### Metal layers overlaid, run 1

Bar = 20 um. Two of the layers only.
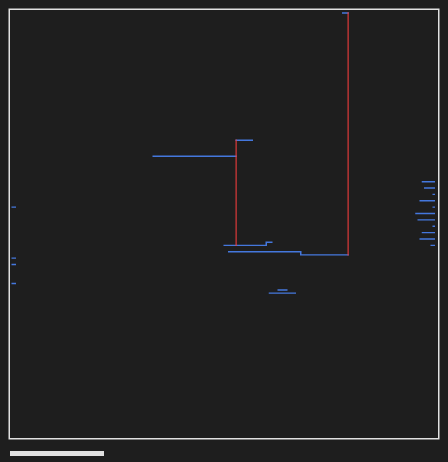
### Selected gate families, run 1

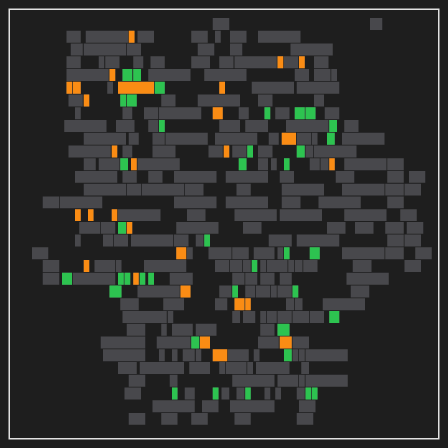
### Routing congestion, run 1

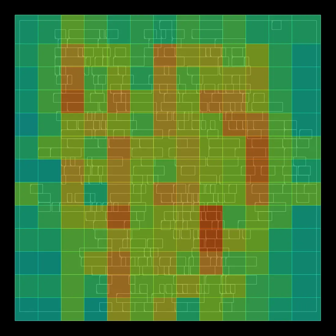
## config.mk

```make
export PLATFORM = sky130hd
export DESIGN_NAME = keypad_controller
export DESIGN_NICKNAME = d
export VERILOG_FILES = /design/src/rtl/keypad_controller.sv
export SDC_FILE = /design/constraint.sdc
export NUM_CORES = 1
export LEC_CHECK = 0
export CAP_MARGIN = 20
export CORE_UTILIZATION = 35
export DETAILED_ROUTE_END_ITERATION = 7
export GPL_TIMING_DRIVEN = 0
export SLEW_MARGIN = 20
export SYNTH_ARGS = -nofsm -noshare
export SYNTH_HDL_FRONTEND = slang
export SYNTH_SLANG_ARGS = --single-unit
```

## constraint.sdc

```tcl
create_clock -name clk -period 3.8 [get_ports clk]
set_input_delay 0.76 -clock clk [delete_from_list [all_inputs] [get_ports clk]]
set_output_delay 0.76 -clock clk [all_outputs]
set_load 0.03 [all_outputs]
```

## src/rtl/keypad_controller.sv

```systemverilog
// keypad_controller
//   Takes confirmed key presses from a matrix scanner, decodes the row/column
//   code into a hex key value, keeps a two-deep key history and time-
//   multiplexes that history onto a two-digit display. Also generates the
//   scanner step pulse.
//
//   Key path (FSM): IDLE -> DECODE -> COMMIT -> LOCKOUT -> IDLE.
//   The press is sampled on edge 1 (IDLE->DECODE), decoded on edge 2
//   (DECODE->COMMIT), and the history plus new_key update on edge 3
//   (COMMIT->LOCKOUT).
//
// Ports
//   clk          system clock, rising edge only
//   reset        asynchronous, active-low reset
//   key_valid    one-cycle strobe: scanner has a confirmed press
//   rows[3:0]    scanner row drive, one-hot high (rows[3] = row1)
//   cols[3:0]    debounced columns, active-low (cols[3] = col1)
//   scan_tick    one-cycle scanner step pulse every SCAN_DIV cycles
//   digit_new    most recent key value
//   digit_old    previous key value
//   seg_sel      display slot: 0 = digit_new, 1 = digit_old
//   anode[1:0]   active-low digit enables (2'b10 slot 0, 2'b01 slot 1)
//   shown_digit  value for the currently selected slot
//   new_key      one-cycle pulse when the history updates
//   err          sticky: an invalid row/col code was sampled
//   fsm_state    current FSM state (IDLE=0, DECODE=1, COMMIT=2, LOCKOUT=3)
//
// Handshake: key_valid is a strobe with no ready. It is accepted only on an
// edge where the FSM is in IDLE; in every other state it is dropped.
module keypad_controller #(
  parameter int SCAN_DIV    = 2500,
  parameter int MUX_DIV     = 5000,
  parameter int LOCKOUT_CYC = 16
) (
  input  logic       clk,
  input  logic       reset,
  input  logic       key_valid,
  input  logic [3:0] rows,
  input  logic [3:0] cols,
  output logic       scan_tick,
  output logic [3:0] digit_new,
  output logic [3:0] digit_old,
  output logic       seg_sel,
  output logic [1:0] anode,
  output logic [3:0] shown_digit,
  output logic       new_key,
  output logic       err,
  output logic [1:0] fsm_state
);

  localparam int SCW = $clog2(SCAN_DIV + 1);
  localparam int MCW = $clog2(MUX_DIV + 1);
  localparam int LCW = $clog2(LOCKOUT_CYC + 1);
  localparam logic [SCW-1:0] SCAN_LAST = SCW'(SCAN_DIV - 1);
  localparam logic [MCW-1:0] MUX_LAST  = MCW'(MUX_DIV - 1);
  localparam logic [LCW-1:0] LOCK_LAST = LCW'(LOCKOUT_CYC - 1);

  typedef enum logic [1:0] {
    S_IDLE    = 2'd0,
    S_DECODE  = 2'd1,
    S_COMMIT  = 2'd2,
    S_LOCKOUT = 2'd3
  } state_t;

  state_t         state, state_next;
  logic [SCW-1:0] scan_cnt;
  logic [MCW-1:0] mux_cnt;
  logic [LCW-1:0] lock_cnt;
  logic [3:0]     row_q, col_q;
  logic [3:0]     dec_q;
  logic [1:0]     r_idx, c_idx;
  logic [3:0]     key_val;
  logic           code_ok;

  // Free-running dividers, independent of the key path.
  always_ff @(posedge clk or negedge reset) begin
    if (!reset) begin
      scan_cnt <= '0;
      mux_cnt  <= '0;
      seg_sel  <= 1'b0;
    end else begin
      scan_cnt <= (scan_cnt == SCAN_LAST) ? '0 : scan_cnt + 1'b1;
      if (mux_cnt == MUX_LAST) begin
        mux_cnt <= '0;
        seg_sel <= ~seg_sel;
      end else begin
        mux_cnt <= mux_cnt + 1'b1;
      end
    end
  end

  assign scan_tick   = (scan_cnt == SCAN_LAST);
  assign anode       = seg_sel ? 2'b01 : 2'b10;
  assign shown_digit = seg_sel ? digit_old : digit_new;

  // A code is usable only with exactly one row driven and exactly one
  // column pulled low; anything else is a ghost/multi-key artefact.
  assign code_ok = $onehot(row_q) && $onehot(~col_q);

  always_comb begin
    r_idx = 2'd3;
    case (row_q)
      4'b1000: r_idx = 2'd0;
      4'b0100: r_idx = 2'd1;
      4'b0010: r_idx = 2'd2;
      default: r_idx = 2'd3;
    endcase
    c_idx = 2'd3;
    case (col_q)
      4'b0111: c_idx = 2'd0;
      4'b1011: c_idx = 2'd1;
      4'b1101: c_idx = 2'd2;
      default: c_idx = 2'd3;
    endcase
  end

  always_comb begin
    key_val = 4'h0;
    case ({r_idx, c_idx})
      4'b00_00: key_val = 4'h1;
      4'b00_01: key_val = 4'h2;
      4'b00_10: key_val = 4'h3;
      4'b00_11: key_val = 4'hA;
      4'b01_00: key_val = 4'h4;
      4'b01_01: key_val = 4'h5;
      4'b01_10: key_val = 4'h6;
      4'b01_11: key_val = 4'hB;
      4'b10_00: key_val = 4'h7;
      4'b10_01: key_val = 4'h8;
      4'b10_10: key_val = 4'h9;
      4'b10_11: key_val = 4'hC;
      4'b11_00: key_val = 4'hE;
      4'b11_01: key_val = 4'h0;
      4'b11_10: key_val = 4'hF;
      4'b11_11: key_val = 4'hD;
      default:  key_val = 4'h0;
    endcase
  end

  // FSM state register.
  always_ff @(posedge clk or negedge reset) begin
    if (!reset) state <= S_IDLE;
    else        state <= state_next;
  end

  // Next-state logic; unknown encodings fall back to IDLE.
  always_comb begin
    state_next = state;
    case (state)
      S_IDLE:    if (key_valid) state_next = S_DECODE;
      S_DECODE:  state_next = code_ok ? S_COMMIT : S_IDLE;
      S_COMMIT:  state_next = S_LOCKOUT;
      S_LOCKOUT: if (lock_cnt == LOCK_LAST) state_next = S_IDLE;
      default:   state_next = S_IDLE;
    endcase
  end

  assign fsm_state = state;

  // Key datapath: capture, decode, history shift, lockout timer.
  always_ff @(posedge clk or negedge reset) begin
    if (!reset) begin
      row_q     <= 4'h0;
      col_q     <= 4'hF;
      dec_q     <= 4'h0;
      digit_new <= 4'h0;
      digit_old <= 4'h0;
      new_key   <= 1'b0;
      err       <= 1'b0;
      lock_cnt  <= '0;
    end else begin
      new_key <= 1'b0;
      if (state == S_IDLE && key_valid) begin
        row_q <= rows;
        col_q <= cols;
      end
      if (state == S_DECODE) begin
        if (code_ok) dec_q <= key_val;
        else         err   <= 1'b1;
      end
      if (state == S_COMMIT) begin
        digit_old <= digit_new;
        digit_new <= dec_q;
        new_key   <= 1'b1;
      end
      if (state == S_LOCKOUT && lock_cnt != LOCK_LAST) lock_cnt <= lock_cnt + 1'b1;
      else                                             lock_cnt <= '0;
    end
  end

endmodule

```

==> results.toml, run 1 <==
# physical design summary
[cells_and_area]
nNonClkInverters = 20
layout_top_cells = "dfrtp_1 (51), clkdlybuf4s50_1 (29), inv_1 (20), nand2_1 (19), nor2_1 (18)"
seq_share = 0.416
regArea_um2 = 1380
stdcell_area_um2 = 3320
logic_gate_count = 174
area_share_nonclk_buffers = 0.101

[placed_design]
io_buffers = 30
dp.final_hpwl_mm = 3.42

[logic_synthesis]
syn_nets = 285
yosys_area_um2 = 2800
simple_gate_share = 0.170
synth-main-ff-cell = "dfrtp_1"
syn_area_per_cell_um2 = 10.8
aoi_share = 0.0787
synth_flops = 55

[clock_tree]
clkSinkCount = 55
cts_root_buffer = "clkbuf_8"
cts_setup_buffers = 0
cts_tree = "yes"
cts_resized = 0

[critical_path]
worstPathArrival_ns = 2.55
critPathTopFamily = "simple AND/OR/NAND/NOR gates"
cpMaxStageDelayCell = "clkdlybuf4s50_1"
end_kind = "output pin"
critPathKind = "reg -> out"
reg2regPathDepth = 9

[power]
comb_power_share = 0.454
pg_seq_mw = 0.837
intPower_mw = 1.32
pg_clk_mw = 0.340
power_switching_mw = 0.840
clkPwrFrac = 0.158
maxPowerGroup = "combinational cells"
p_comb_mw = 0.979

[detailed_routing]
top_layer = "met4"
viasPerCell = 4.77
drc = 0
wl_met1_mm = 2.36
drtAntennaViolNets = 0

[die]
die_area_um2 = 8350
nWellTaps = 102
die_y_um = 91.4
rows = 32
coreArea_um2 = 7730

[final_timing]
finalHoldViolCount = 0
fin_crit_sh = 0.871
final.setup.tns_ns = 0
tightest_slew_ns = 0.673
slew_violations = 0
finalSetupViolCount = 0

[global_route]
antenna_found_initial = 0
grt_pass1_vias = 1881
grt_pass1_wl_mm = 8.45

[run_status]
outcome = "finished, final reports clean"
Back to the opening pictures, 'Metal layers overlaid':
[red] metal 4 | wire length: 74.1 um
[blue] metal 3 | wire length: 91.3 um

Back to the opening pictures, 'Selected gate families':
[orange] NOR gates | cells: 28
[green] NAND gates | cells: 38
dominant logic cell type in the layout: dfrtp_1
Non-Filler Instances: 398
multi-input combinational area share: 0.393

Back to the opening pictures, 'Routing congestion':
GR met1 Demand/Resource: 0.167
global-route track usage on met2: 0.206

run 1: per-stage QoR:
step	power [mW]	setup WS, ns	std cells	util	hold WS [ns]
after floorplan	1.53	1.22	258	-	0.424
final	2.16	0.489	398	0.429	0.449
after CTS	2.18	0.445	398	0.429	0.473
after global placement	1.82	0.237	390	0.417	0.446
after detailed placement	1.84	0.846	390	0.417	0.457
after global routing	2.33	0.390	398	0.429	0.485
run 1: worst paths after layout:
kind                             startpoint          to  slack (ns)
worst min register to register   mux_cnt[0]  mux_cnt[0]        0.46
worst max-delay path            scan_cnt[4]   scan_tick        0.49
max in group asynchronous             reset    dec_q[1]        2.88
worst max register to register     row_q[3]    dec_q[0]        0.90
worst min-delay path                  reset  mux_cnt[8]        0.45
min in group clk                 mux_cnt[0]  mux_cnt[0]        0.46
run 1: state kept, by name, summed over array words and instances (netlist names), named ones only:
signal / flops
col_q: 4
dec_q: 4
digit_new: 4
digit_old: 4
err: 1
fsm_state: 1
lock_cnt: 5
mux_cnt: 13
new_key: 1
row_q: 4
scan_cnt: 12
seg_sel: 1
run 1: synth_stat cells (4+ instances only):
master    instances  area share
xor2_1            8       0.025
clkbuf_1          8       0.011
and3_1            7       0.016
o21ai_0          10       0.018
ha_1             14       0.063
mux2_2           16       0.064
inv_1            20       0.027
nand2b_1          4      0.0089
dfstp_2           4       0.038
nand4_1           4      0.0089
nand2_1          19       0.025
nand3_1           9       0.016
nor2b_1           5       0.011
dfrtp_1          51        0.46
nor2_1           18       0.024
xnor2_1          14       0.044
and2_1            4      0.0089
run 1: metal layers:
layer / track usage / vias up
li1: - / 951
met1: 0.167 / 918
met2: 0.206 / 26
met3: 0.0201 / 5
met4: 0.0595 / 0
met5: 0 / -
==> run 1 -> run 2 <==
--- a/config.mk
+++ b/config.mk
@@ -6,9 +6,11 @@
 export NUM_CORES = 1
 export LEC_CHECK = 0
 export CAP_MARGIN = 20
-export CORE_UTILIZATION = 35
+export CORE_MARGIN = 1
+export CORE_UTILIZATION = 50
 export DETAILED_ROUTE_END_ITERATION = 7
 export GPL_TIMING_DRIVEN = 0
+export PLACE_DENSITY = 0.72
 export SLEW_MARGIN = 20
 export SYNTH_ARGS = -nofsm -noshare
 export SYNTH_HDL_FRONTEND = slang
### Routing congestion, run 2

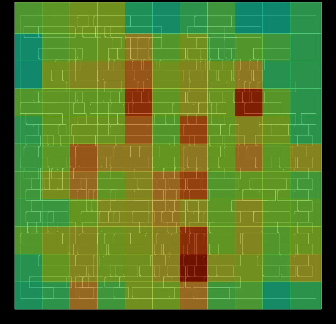
global-route track usage on met2: 0.279
GR met3 Demand/Resource: 0.0298
GRT Resource Usage Total: 0.173
Most Crowded Layer GR: met2
GR met1 Demand/Resource: 0.225

### Cells coloured by class, run 2

Bar = 20 um.
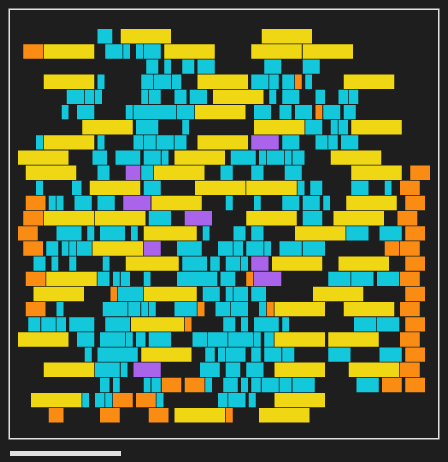
[purple] clock drivers and dummy loads | cells: 8 | share of their area: 2.9%
[cyan] combinational and other logic | cells: 194 | share of their area: 43%
[orange] other buffers and delay cells | cells: 39 | share of their area: 11%
[yellow] flops | cells: 55 | share of their area: 43%

### Selected gate families, run 2

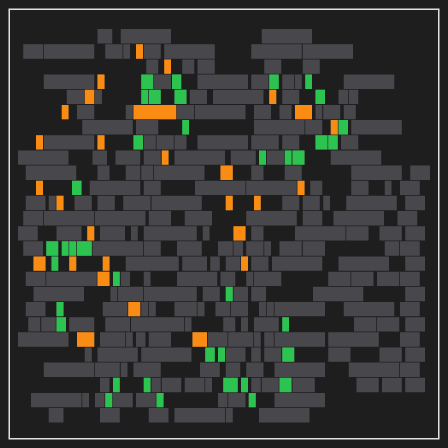
[green] NAND gates | cells: 38
[orange] NOR gates | cells: 28

==> results.toml, run 2 <==
# physical design summary
[placed_design]
io_buffers = 30
pre_cts_slack_ns = 0.816
dp_cells = 358
dp.final_hpwl_mm = 3.32

[clock_tree]
clkSinkCount = 55
cts_root_buffer = "clkbuf_8"
cts_setup_buffers = 0
holdBufCountCts = 0
cts_tree = "yes"
htreeDepth = 2
clkSlewWorstSetupHoldPaths_ns = 0.10
cts_resized = 0
clkLatencyLatePin_ns = 0.31

[logic_synthesis]
yosys.area.top_type = "dfrtp_1"
synth_flops = 55
syn_area_per_cell_um2 = 10.8
syn_nets = 285
yosys_area_um2 = 2800
yosys_cells = 258
most_common_cell = "dfrtp_1"
post_synth_most_frequent_cells = "dfrtp_1 (51), inv_1 (20), nand2_1 (19)"
topCellsByArea = "dfrtp_1 (46%), mux2_2 (6.4%), ha_1 (6.3%)"
top_area_frac = 0.456
ys_seq_frac = 0.494
synth-main-ff-cell = "dfrtp_1"

[final_timing]
final.setup.tns_ns = 0
finalSetupViolCount = 0
tightest_slew_ns = 0.660
fin_ws_ns = 0.468
slew_violations = 0
finalHoldWorstSlack_ns = 0.463
finalHoldViolCount = 0
fin_crit_sh = 0.877

[detailed_routing]
drc = 0
drtAntennaViolNets = 0
viasPerCell = 5.19
dr.pass1.iters = 4
wl_per_cell_um = 12.3

[critical_path]
reg2regPathDepth = 9
required_ns = 3.04
worstPathArrival_ns = 2.57
critPathKind = "reg -> out"
end_kind = "output pin"

[global_route]
antenna_found_initial = 0
grt_pass1_vias = 1819
grt_pass1_wl_mm = 8.09

[cells_and_area]
stdcell_count = 366
post-route-util = 0.626
regArea_um2 = 1380
largest_reg_flops = 13
top_regs = "mux_cnt x13, scan_cnt x12, lock_cnt x5"
layout_top_cells = "dfrtp_1 (51), clkdlybuf4s50_1 (29), inv_1 (20), nand2_1 (19), nor2_1 (18)"
stdcell_area_um2 = 3280
lay_top_count = "dfrtp_1"
top_register = "mux_cnt"

[power]
comb_power_share = 0.464
clkPwrFrac = 0.151
power_switching_mw = 0.834
power.total_mw = 2.15

[flow_run]
log.warning_count = 31

[die]
io_pins = 31
die_area_um2 = 5900
rows = 26
coreArea_um2 = 5240
die_y_um = 76.8

[run_status]
outcome = "finished, final reports clean"
run 2: final cells by class:
type,instances,area share
clock inverter,3,0.00764
inverter,20,0.0229
multi-input combinational,174,0.398
tap,70,0.0267
timing repair buffer,30,0.0909
sequential,55,0.422
buffer,9,0.0115
clock buffer,5,0.0210
run 2: power groups by stage:
stage / Combinational [mW] / Sequential (mW) / Clock, mW
floorplan: 0.593 / 0.935 / 0
global placement: 0.981 / 0.838 / 0
detailed placement: 1.00 / 0.843 / 0
CTS: 1.01 / 0.831 / 0.338
global route: 1.12 / 0.855 / 0.358
finish: 0.999 / 0.828 / 0.324
run 2: routing by layer:
layer,GRT usage,vias to the layer above,routed length [um]
li1,-,954,-
met1,0.225,898,2210
met2,0.279,38,2060
met3,0.0298,8,150
met4,0.0827,0,80
met5,0,-,0
run 2: worst paths after layout:
| kind | endpoint | from | slack, ns |
|---|---|---|---|
| min | row_q[0] | reset | 0.46 |
| max in group asynchronous | mux_cnt[9] | reset | 2.88 |
| min reg2reg | mux_cnt[0] | mux_cnt[0] | 0.46 |
| max reg2reg | dec_q[0] | row_q[3] | 0.91 |
| min in group clk | mux_cnt[0] | mux_cnt[0] | 0.46 |
| max | scan_tick | scan_cnt[4] | 0.47 |
run 2: cells by family (layout without fill, tap and decap cells):
kind of cell               Yosys count  in the layout  synth area share
and+or+nand+nor                     86             86             0.170
DFF                                 55             55             0.494
AOI/OAI and AO/OA                   32             32            0.0787
buffers and inverters               29             67            0.0403
xor gates and xnor gates            22             22            0.0689
muxes                               18             18            0.0716
adders and majority gates           16             16            0.0769
run 2: critical path, stage by stage (launching register included):
cell             delay [ns]
dfrtp_1                0.43
or4_4                  0.56
nor4_4                 0.50
clkdlybuf4s50_1        0.77
==> run 2 -> run 3 <==
--- a/config.mk
+++ b/config.mk
@@ -5,6 +5,7 @@
 export SDC_FILE = /design/constraint.sdc
 export NUM_CORES = 1
 export LEC_CHECK = 0
+export ABC_CLOCK_PERIOD_IN_PS = 3800
 export CAP_MARGIN = 20
 export CORE_MARGIN = 1
 export CORE_UTILIZATION = 50
### Selected gate families, run 3

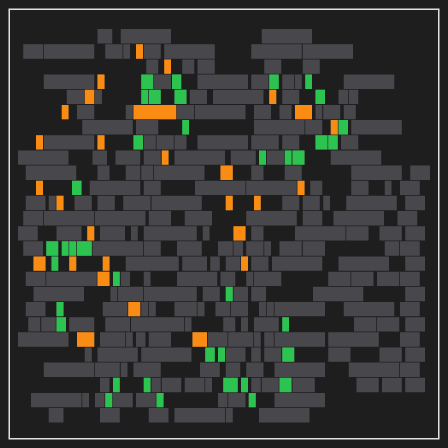
[orange] NOR gates | cells: 28
[green] NAND gates | cells: 38
Non-Filler Instances: 366
multi-input combinational area share: 0.398

### Routing congestion, run 3

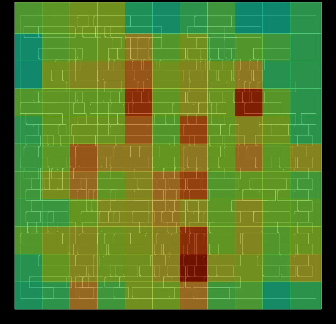
Routed wire per std cell: 12.3 um
Final Util: 0.626

### Metal layers overlaid, run 3

Bar = 20 um. Two of the layers only.
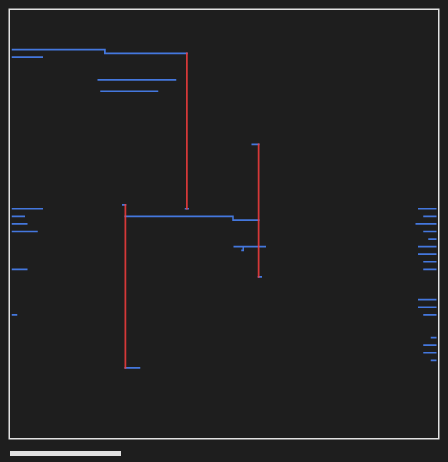
[blue] metal 3 | wire length: 150 um
[red] metal 4 | wire length: 80.9 um

==> results.toml, run 3 <==
# physical design summary
[logic_synthesis]
yosys.area.top_type = "dfrtp_1"
top_area_frac = 0.456
synth-xor-area-share = 0.0689
syn_area_per_cell_um2 = 10.8
synth-main-ff-cell = "dfrtp_1"
synth_flops = 55
simple_gate_share = 0.170
aoi_share = 0.0787
most_common_cell = "dfrtp_1"
ys_seq_frac = 0.494
yosys_area_um2 = 2800
post_synth_most_frequent_cells = "dfrtp_1 (51), inv_1 (20), nand2_1 (19)"
syn_nets = 285
topCombFamilyByArea = "simple AND/OR/NAND/NOR gates"
mux_area_frac = 0.0716
fa_ha_area_frac = 0.0769
yosys_cells = 258

[die]
die_w_um = 76.8
coreArea_um2 = 5240
die_area_um2 = 5900
die_y_um = 76.8
io_pins = 31
rows = 26

[placed_design]
dp_cells = 358
pre_cts_slack_ns = 0.816
io_buffers = 30
dp.final_hpwl_mm = 3.32

[cells_and_area]
top_register = "mux_cnt"
top_regs = "mux_cnt x13, scan_cnt x12, lock_cnt x5"
largest_reg_flops = 13
lay_top_count = "dfrtp_1"
stdcell_area_um2 = 3280
antenna_cells = 0

[critical_path]
timing.rr.end = "dec_q[0]"
critPathKind = "reg -> out"
required_ns = 3.04
worstPathArrival_ns = 2.57
ff2ff_setup_slack_ns = 0.91
end_kind = "output pin"
r2r-start = "row_q[3]"
reg2regPathDepth = 9

[global_route]
antenna_found_initial = 0
overflow = 0
grt_pass1_wl_mm = 8.09
grt_usage = 0.173

[clock_tree]
cts_tree = "yes"
cts_resized = 0
holdBufCountCts = 0
clkSinkCount = 55
clkSlewWorstSetupHoldPaths_ns = 0.10
cts_setup_buffers = 0
htreeDepth = 2
clkLatencyLatePin_ns = 0.31

[detailed_routing]
drtAntennaViolNets = 0
viasPerCell = 5.19
dr.pass1.iters = 4
drc = 0

[final_timing]
finalHoldWorstSlack_ns = 0.463
final.setup.tns_ns = 0
fin_crit_sh = 0.877
slew_violations = 0
finalHoldViolCount = 0
fin_ws_ns = 0.468
finalSetupViolCount = 0
tightest_slew_ns = 0.660
slew_headroom = 0.560

[power]
comb_power_share = 0.464
power.total_mw = 2.15
seqPwrFrac = 0.385
switching_share = 0.388
clkPwrFrac = 0.151
power_switching_mw = 0.834

[flow_run]
log.warning_count = 31

[run_status]
outcome = "finished, final reports clean"
## run 3: cell counts in the layout (fill, tap and decap cells not counted)
No cell type changed its count.
## run 3: area by class of cell
cell class | instances | area [um^2] | area share
Clock buffer | 5 | 68.8 | 0.0210
Buffer | 9 | 37.5 | 0.0115
Inverter | 20 | 75.1 | 0.0229
Timing Repair Buffer | 30 | 298 | 0.0909
Clock inverter | 3 | 25.0 | 0.00764
Multi-Input combinational cell | 174 | 1300 | 0.398
Sequential cell | 55 | 1380 | 0.422
Tap cell | 70 | 87.6 | 0.0267
## run 3: power groups by stage
stage / logic (mW) / registers (mW) / clock network, mW
final: 0.999 / 0.828 / 0.324
after global routing: 1.12 / 0.855 / 0.358
after CTS: 1.01 / 0.831 / 0.338
after detailed placement: 1.00 / 0.843 / 0
after global placement: 0.981 / 0.838 / 0
after floorplan: 0.593 / 0.935 / 0
## run 3: worst max-delay path: stages (launching register included)
cell	delay (ns)
dfrtp_1	0.43
or4_4	0.56
nor4_4	0.50
clkdlybuf4s50_1	0.77
## run 3: layer usage
metal | part of all wire | track usage | up-vias | wire, um
met5 | 0 | 0 | - | 0
met4 | 0.018 | 0.0827 | 0 | 80
met3 | 0.033 | 0.0298 | 8 | 150
met1 | 0.49 | 0.225 | 898 | 2210
met2 | 0.46 | 0.279 | 38 | 2060
li1 | - | - | 954 | -
## run 3: worst max path at each step
stage,slack (ns),endpoint,cells after the start,start
floorplan,1.22,dec_q[0],9,row_q[3]
global placement,0.30,mux_cnt[6],1,reset
detailed placement,0.82,scan_tick,3,scan_cnt[4]
CTS,0.44,scan_tick,3,scan_cnt[4]
global route,0.37,scan_tick,3,scan_cnt[4]
finish,0.47,scan_tick,3,scan_cnt[4]

## Gallery

Where the registers sit.
Bar = 20 um. Other sequential cells in the stronger grey, the rest of the logic in the fainter grey.
panel A
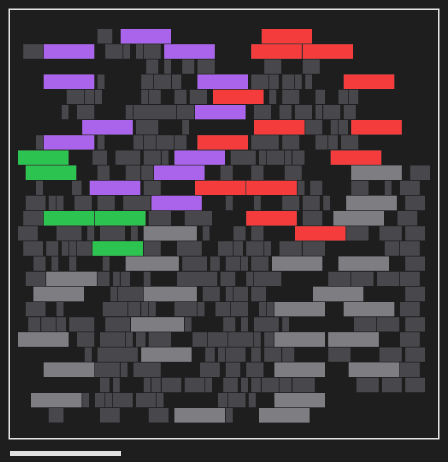
panel B
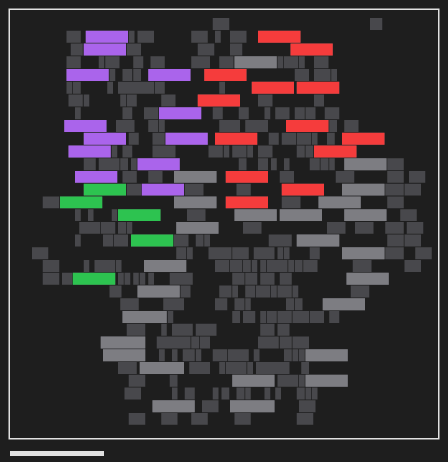
- run 1 = panel B
- run 3 = panel A

Power figures rest on the tool's default switching activity, not on a simulated workload.
